==> images/io_placement.png <==
(1.5 px per micron) Pins as bars across the die edge, other pins in gray.
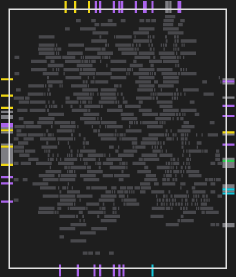
==> images/placement_by_type.png <==
(2 px per micron) Fill, decap, tap and diode cells in gray.
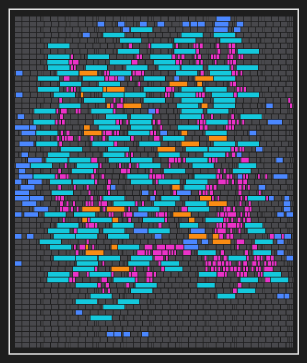
$ cat config.mk
export PLATFORM = sky130hd
export DESIGN_NAME = spike_filter_serializer_flat
export DESIGN_NICKNAME = d
export VERILOG_FILES = /design/src/rtl/spike_filter_serializer_if.sv /design/src/rtl/spike_filter_serializer.sv /design/src/flat_wrapper.sv
export SDC_FILE = /design/constraint.sdc
export NUM_CORES = 1
export LEC_CHECK = 0
export ABC_AREA = 1
export CORE_ASPECT_RATIO = 1.2
export CORE_MARGIN = 2
export CORE_UTILIZATION = 30
export CTS_CLUSTER_DIAMETER = 30
export DETAILED_ROUTE_END_ITERATION = 10
export PLACE_DENSITY = 0.49
export SLEW_MARGIN = 20
export SYNTH_ARGS = -nofsm -noshare
export SYNTH_HDL_FRONTEND = slang
export SYNTH_SLANG_ARGS = --single-unit
$ cat constraint.sdc
create_clock -name clk -period 2.8 [get_ports clk]
set_clock_uncertainty 0.05 [all_clocks]
set_input_delay 0.28 -clock clk [delete_from_list [all_inputs] [get_ports clk]]
set_output_delay 0.28 -clock clk [all_outputs]
set_load 0.05 [all_outputs]
$ cat src/rtl/spike_filter_serializer_if.sv
// Record-in / word-out handshake bundle for spike_filter_serializer.
// master: the environment (drives records, accepts words).
// slave:  the serializer.
interface spike_filter_serializer_if #(
  parameter int Nfilts = 10,
  parameter int Nstate = 27,
  parameter int Nword  = 24
);
  logic              in_v;
  logic [Nfilts-1:0] in_filt_idx;
  logic [Nstate-1:0] in_filt_state;
  logic              in_a;
  logic              out_v;
  logic [Nword-1:0]  out_d;
  logic              out_a;

  modport master (
    output in_v, in_filt_idx, in_filt_state, out_a,
    input  in_a, out_v, out_d
  );

  modport slave (
    input  in_v, in_filt_idx, in_filt_state, out_a,
    output in_a, out_v, out_d
  );
endinterface

$ cat src/rtl/spike_filter_serializer.sv
// spike_filter_serializer: buffers {filt_idx, filt_state} records from the
// filter array in a small FIFO and emits each one as K fixed-width words
// {Code, first, last, chunk}, lowest chunk first.
// Optional build macro SPIKE_FILTER_SERIALIZER_ZERO_SUPPRESS_EN: records with
// filt_state == 0 are accepted but dropped, and counted on suppressed_ct.
module spike_filter_serializer #(
  parameter int               Nfilts = 10,
  parameter int               Nstate = 27,
  parameter int               Nword  = 24,
  parameter int               Ncode  = 4,
  parameter logic [Ncode-1:0] Code   = 4'd9,
  parameter int               Depth  = 4
) (
  input  logic                     clk,
  input  logic                     reset,
  spike_filter_serializer_if.slave bus,
  output logic [$clog2(Depth):0]   fifo_count,
  output logic                     overflow_err
`ifdef SPIKE_FILTER_SERIALIZER_ZERO_SUPPRESS_EN
  ,
  output logic [15:0]              suppressed_ct
`endif
);

  localparam int NCHUNK = Nword - Ncode - 2;
  localparam int NREC   = Nfilts + Nstate;
  localparam int K      = (NREC + NCHUNK - 1) / NCHUNK;
  localparam int PW     = K * NCHUNK;
  localparam int AW     = $clog2(Depth);
  localparam int CW     = AW + 1;
  localparam int CTR_W  = (K > 1) ? $clog2(K) : 1;

  localparam logic [CTR_W-1:0] LAST_CTR = CTR_W'(K - 1);
  localparam logic [CW-1:0]    DEPTH_C  = CW'(Depth);

  typedef enum logic {IDLE, SEND} state_t;

  state_t            state, state_nxt;
  logic [CTR_W-1:0]  word_ctr, word_ctr_nxt;
  logic [NREC-1:0]   mem [Depth];
  logic [AW-1:0]     wr_ptr, rd_ptr;
  logic [CW-1:0]     count_nxt;
  logic [9:0]        stall_ctr;
  logic              accept, suppress, push, pop;

  // Build one output word from a record and a chunk index; the record is
  // zero-extended to K*NCHUNK bits before slicing.
  function automatic logic [Nword-1:0] format_word(input logic [NREC-1:0]  rec,
                                                   input logic [CTR_W-1:0] ctr);
    logic [PW-1:0] p;
    p = '0;
    p[NREC-1:0] = rec;
    return {Code, (ctr == '0), (ctr == LAST_CTR), p[int'(ctr)*NCHUNK +: NCHUNK]};
  endfunction

  // Input side: accept whenever the registered count shows room.
  assign bus.in_a = (fifo_count < DEPTH_C);
  assign accept   = bus.in_v && bus.in_a;
`ifdef SPIKE_FILTER_SERIALIZER_ZERO_SUPPRESS_EN
  assign suppress = (bus.in_filt_state == '0);
`else
  assign suppress = 1'b0;
`endif
  assign push = accept && !suppress;
  assign pop  = (state == SEND) && bus.out_a && (word_ctr == LAST_CTR);

  // Output word is a pure function of FIFO head and chunk index, so it holds
  // steady through a stall; forced to zero outside SEND.
  always_comb begin
    bus.out_v = (state == SEND);
    bus.out_d = '0;
    if (state == SEND) bus.out_d = format_word(mem[rd_ptr], word_ctr);
  end

  // Occupancy after this edge; simultaneous push and pop leaves it unchanged.
  always_comb begin
    count_nxt = fifo_count;
    if (push && !pop)      count_nxt = fifo_count + 1'b1;
    else if (!push && pop) count_nxt = fifo_count - 1'b1;
  end

  // Record storage; data path carries no reset.
  always_ff @(posedge clk) begin
    if (push) mem[wr_ptr] <= {bus.in_filt_idx, bus.in_filt_state};
  end

  // FIFO pointers and occupancy; pointers wrap naturally at power-of-2 depth.
  always_ff @(posedge clk or negedge reset) begin
    if (!reset) begin
      wr_ptr     <= '0;
      rd_ptr     <= '0;
      fifo_count <= '0;
    end else begin
      if (push) wr_ptr <= wr_ptr + 1'b1;
      if (pop)  rd_ptr <= rd_ptr + 1'b1;
      fifo_count <= count_nxt;
    end
  end

  // Serializer FSM state register.
  always_ff @(posedge clk or negedge reset) begin
    if (!reset) begin
      state    <= IDLE;
      word_ctr <= '0;
    end else begin
      state    <= state_nxt;
      word_ctr <= word_ctr_nxt;
    end
  end

  // Serializer FSM next state: IDLE waits on the registered count; SEND steps
  // through chunks and chains straight into the next record when one remains.
  always_comb begin
    state_nxt    = state;
    word_ctr_nxt = word_ctr;
    if (state == IDLE) begin
      if (fifo_count != '0) begin
        state_nxt    = SEND;
        word_ctr_nxt = '0;
      end
    end else if (bus.out_a) begin
      if (word_ctr == LAST_CTR) begin
        word_ctr_nxt = '0;
        if (count_nxt == '0) state_nxt = IDLE;
      end else begin
        word_ctr_nxt = word_ctr + 1'b1;
      end
    end
  end

  // Stall watchdog: counts cycles a record waits on a full FIFO; the sticky
  // flag is purely diagnostic.
  always_ff @(posedge clk or negedge reset) begin
    if (!reset) begin
      stall_ctr    <= '0;
      overflow_err <= 1'b0;
    end else if (accept) begin
      stall_ctr <= '0;
    end else if (bus.in_v) begin
      stall_ctr <= stall_ctr + 1'b1;
      if (stall_ctr == 10'h3FF) overflow_err <= 1'b1;
    end
  end

`ifdef SPIKE_FILTER_SERIALIZER_ZERO_SUPPRESS_EN
  // Wrapping tally of accepted-but-dropped zero-state records.
  always_ff @(posedge clk or negedge reset) begin
    if (!reset)                  suppressed_ct <= '0;
    else if (accept && suppress) suppressed_ct <= suppressed_ct + 1'b1;
  end
`endif

endmodule
$ cat src/flat_wrapper.sv
// flat-port wrapper written by rule: the top's interface ports become plain ports
module spike_filter_serializer_flat 
#(
  parameter int               Nfilts = 10,
  parameter int               Nstate = 27,
  parameter int               Nword  = 24,
  parameter int               Ncode  = 4,
  parameter logic [Ncode-1:0] Code   = 4'd9,
  parameter int               Depth  = 4
)
  (clk, reset, fifo_count, overflow_err, bus_in_v, bus_in_filt_idx, bus_in_filt_state, bus_out_a, bus_in_a, bus_out_v, bus_out_d);
  spike_filter_serializer_if #(.Nfilts(Nfilts), .Nstate(Nstate), .Nword(Nword)) bus_i ();
  input  logic clk;
  input  logic reset;
  output logic [$clog2(Depth):0] fifo_count;
  output logic overflow_err;
  input wire logic [$bits(bus_i.in_v)-1:0] bus_in_v;
  input wire logic [$bits(bus_i.in_filt_idx)-1:0] bus_in_filt_idx;
  input wire logic [$bits(bus_i.in_filt_state)-1:0] bus_in_filt_state;
  input wire logic [$bits(bus_i.out_a)-1:0] bus_out_a;
  output wire logic [$bits(bus_i.in_a)-1:0] bus_in_a;
  output wire logic [$bits(bus_i.out_v)-1:0] bus_out_v;
  output wire logic [$bits(bus_i.out_d)-1:0] bus_out_d;
  assign bus_i.in_v = bus_in_v;
  assign bus_i.in_filt_idx = bus_in_filt_idx;
  assign bus_i.in_filt_state = bus_in_filt_state;
  assign bus_i.out_a = bus_out_a;
  assign bus_in_a = bus_i.in_a;
  assign bus_out_v = bus_i.out_v;
  assign bus_out_d = bus_i.out_d;
  spike_filter_serializer #(.Nfilts(Nfilts), .Nstate(Nstate), .Nword(Nword), .Ncode(Ncode), .Code(Code), .Depth(Depth)) u_core (.clk(clk), .reset(reset), .bus(bus_i), .fifo_count(fifo_count), .overflow_err(overflow_err));
endmodule
==> summary.txt <==
Notes on the physical implementation.

- The TritonCTS clock tree is yes, for reference.
- The STA report counts the stages on the worst setup path as 7.
- At the later pin of the worst-skew pair, clock insertion delay measures 0.42 ns.
- The script computed a power per unit cell area of roughly 1200 mW/mm^2.
- Counting flops with an async set or reset pin after synthesis yields a share of 0.124.
- The cell count after placement is 947, for reference.
- The termination of the worst setup path is bus_out_d[12], for reference.
- The critical path endpoint category is an output port, for reference.
- The gate family responsible for the most delay along the worst path is buffers and inverters, for reference.
- By area the synthesized netlist is led by edfxtp_1 (63%), dfrtp_1 (7.5%), nor2_1 (6.8%).
- The compound-cell area share of the yosys netlist is 0.0899, for reference.
- The run finished with clean final reports.
- Across all hold checks on the routed design, the worst slack comes to 0.152 ns.
- The filler cell count is 2191, for reference.
- CTS reports a maximum clock tree buffer depth of 2.
- The combinational cell fraction of total power is 0.484, for reference.
- Setup slack on the worst path after placement came out at 0.559 ns.
- The synthesis-stage register bit count is 169, for reference.
- The post-synth count of flops with an enable pin is 148.
- The highest attainable clock frequency is 388 MHz, for reference.
- The flip-flop and latch power is about 0.0032 W, for reference.
- Per the synthesis report, the simple-gate share of the synthesized area is 0.142.
- The final sequential cell count is 169, for reference.
- Synthesis handed over a netlist of 584 instances.
- The first global-routing pass estimated between 20 and 30 mm of wire.
- The completed layout was analyzed and its total power is 0.0105 W.
- Per the TritonCTS log, the buffer count is 17.
- The actual slew at the worst max-slew pin is about 0.55 ns, for reference.
- The clock group share of total power is 0.207, for reference.
- The switching component of the power was reported as around 0.0043 W.
- The slew check shows that the tightest pin keeps a relative margin of 0.634.
- The average wire per standard cell is 16.5 microns, for reference.
- The final worst-path cycle share is 0.921, for reference.
- STA classifies the critical path startpoint as a flop.
- After detailed routing, the number of remaining DRC violations is 0.
- By startpoint and endpoint, the worst setup path is classified as flop to output port.
- By instance count after routing, the leading logic cell type is edfxtp_1.
- The number of clock buffer instances in the layout is 19, for reference.
- The number of hold violations in the final report is 0, for reference.
- The timing report shows the most common cell along the critical path to be nand2_1.
- The peak ir drop on the vdd network is 1.26 mV, for reference.
- The multi-input gate share of total cell area is 0.202, for reference.
- According to the finish report, the design has a final net count of roughly 700.
- The proportion of synthesized chip area in sequential cells is 0.707, for reference.
- The number of buffers inserted for hold repair after clock tree synthesis is 0, for reference.
- The predominant post-synthesis flop cell is edfxtp_1, for reference.
- The dominant power group is combinational logic, for reference.
- The cell-mix breakdown from Yosys lists the XOR/XNOR area share as 0.00249.
- Per the OpenROAD floorplan log, the area of the core is 0.0231 sq mm.
Notes on io_placement.png above:
`fifo_count` -> cyan  # pins 3, direction output, edge 2 east, 1 south
`bus_in_filt_idx` -> yellow  # pins 10, direction input, edge 6 west, 3 north, 1 east
`bus_out_v` -> green  # pins 1, direction output, edge east
`bus_in_filt_state` -> purple  # pins 27, direction input, edge 11 north, 7 south, 5 west, 4 east

Notes on placement_by_type.png above:
combinational and other logic -> magenta  # cells 382, share of their area 22%
remaining buffers and delay cells -> blue  # cells 81, share of their area 12%
clock drivers and dummy loads -> orange  # cells 32, share of their area 6.5%
sequential cells -> cyan  # cells 169, share of their area 59%

[sequential cells by signal, summed over array words and instances (netlist names)]
| name | flops |
|---|---|
| u_core.stall_ctr | 10 |
| u_core.mem | 148 |
| u_core.bus.out_v | 1 |
| u_core.word_ctr | 2 |
| u_core.rd_ptr | 2 |
| u_core.overflow_err | 1 |
| u_core.fifo_count | 3 |
| u_core.wr_ptr | 2 |
[routing by layer]
metal  share of wire  wire length [microns]  global-route usage  vias up
met4           0.020                    319              0.0469        0
met3           0.042                    683              0.0345       20
met2            0.49                   7910               0.222      106
met5               0                      0                   0        -
li1                -                      -                   -     2202
met1            0.45                   7270               0.183     2226
[repair_timing]
item / 4_1_cts / 5_1_grt
endpoints found under the setup margin: 0 / 1
endpoints found under the hold margin: 0 / 0
gates resized: 0 / 1
No activity file was given, so power comes from the tool's default toggle rates.
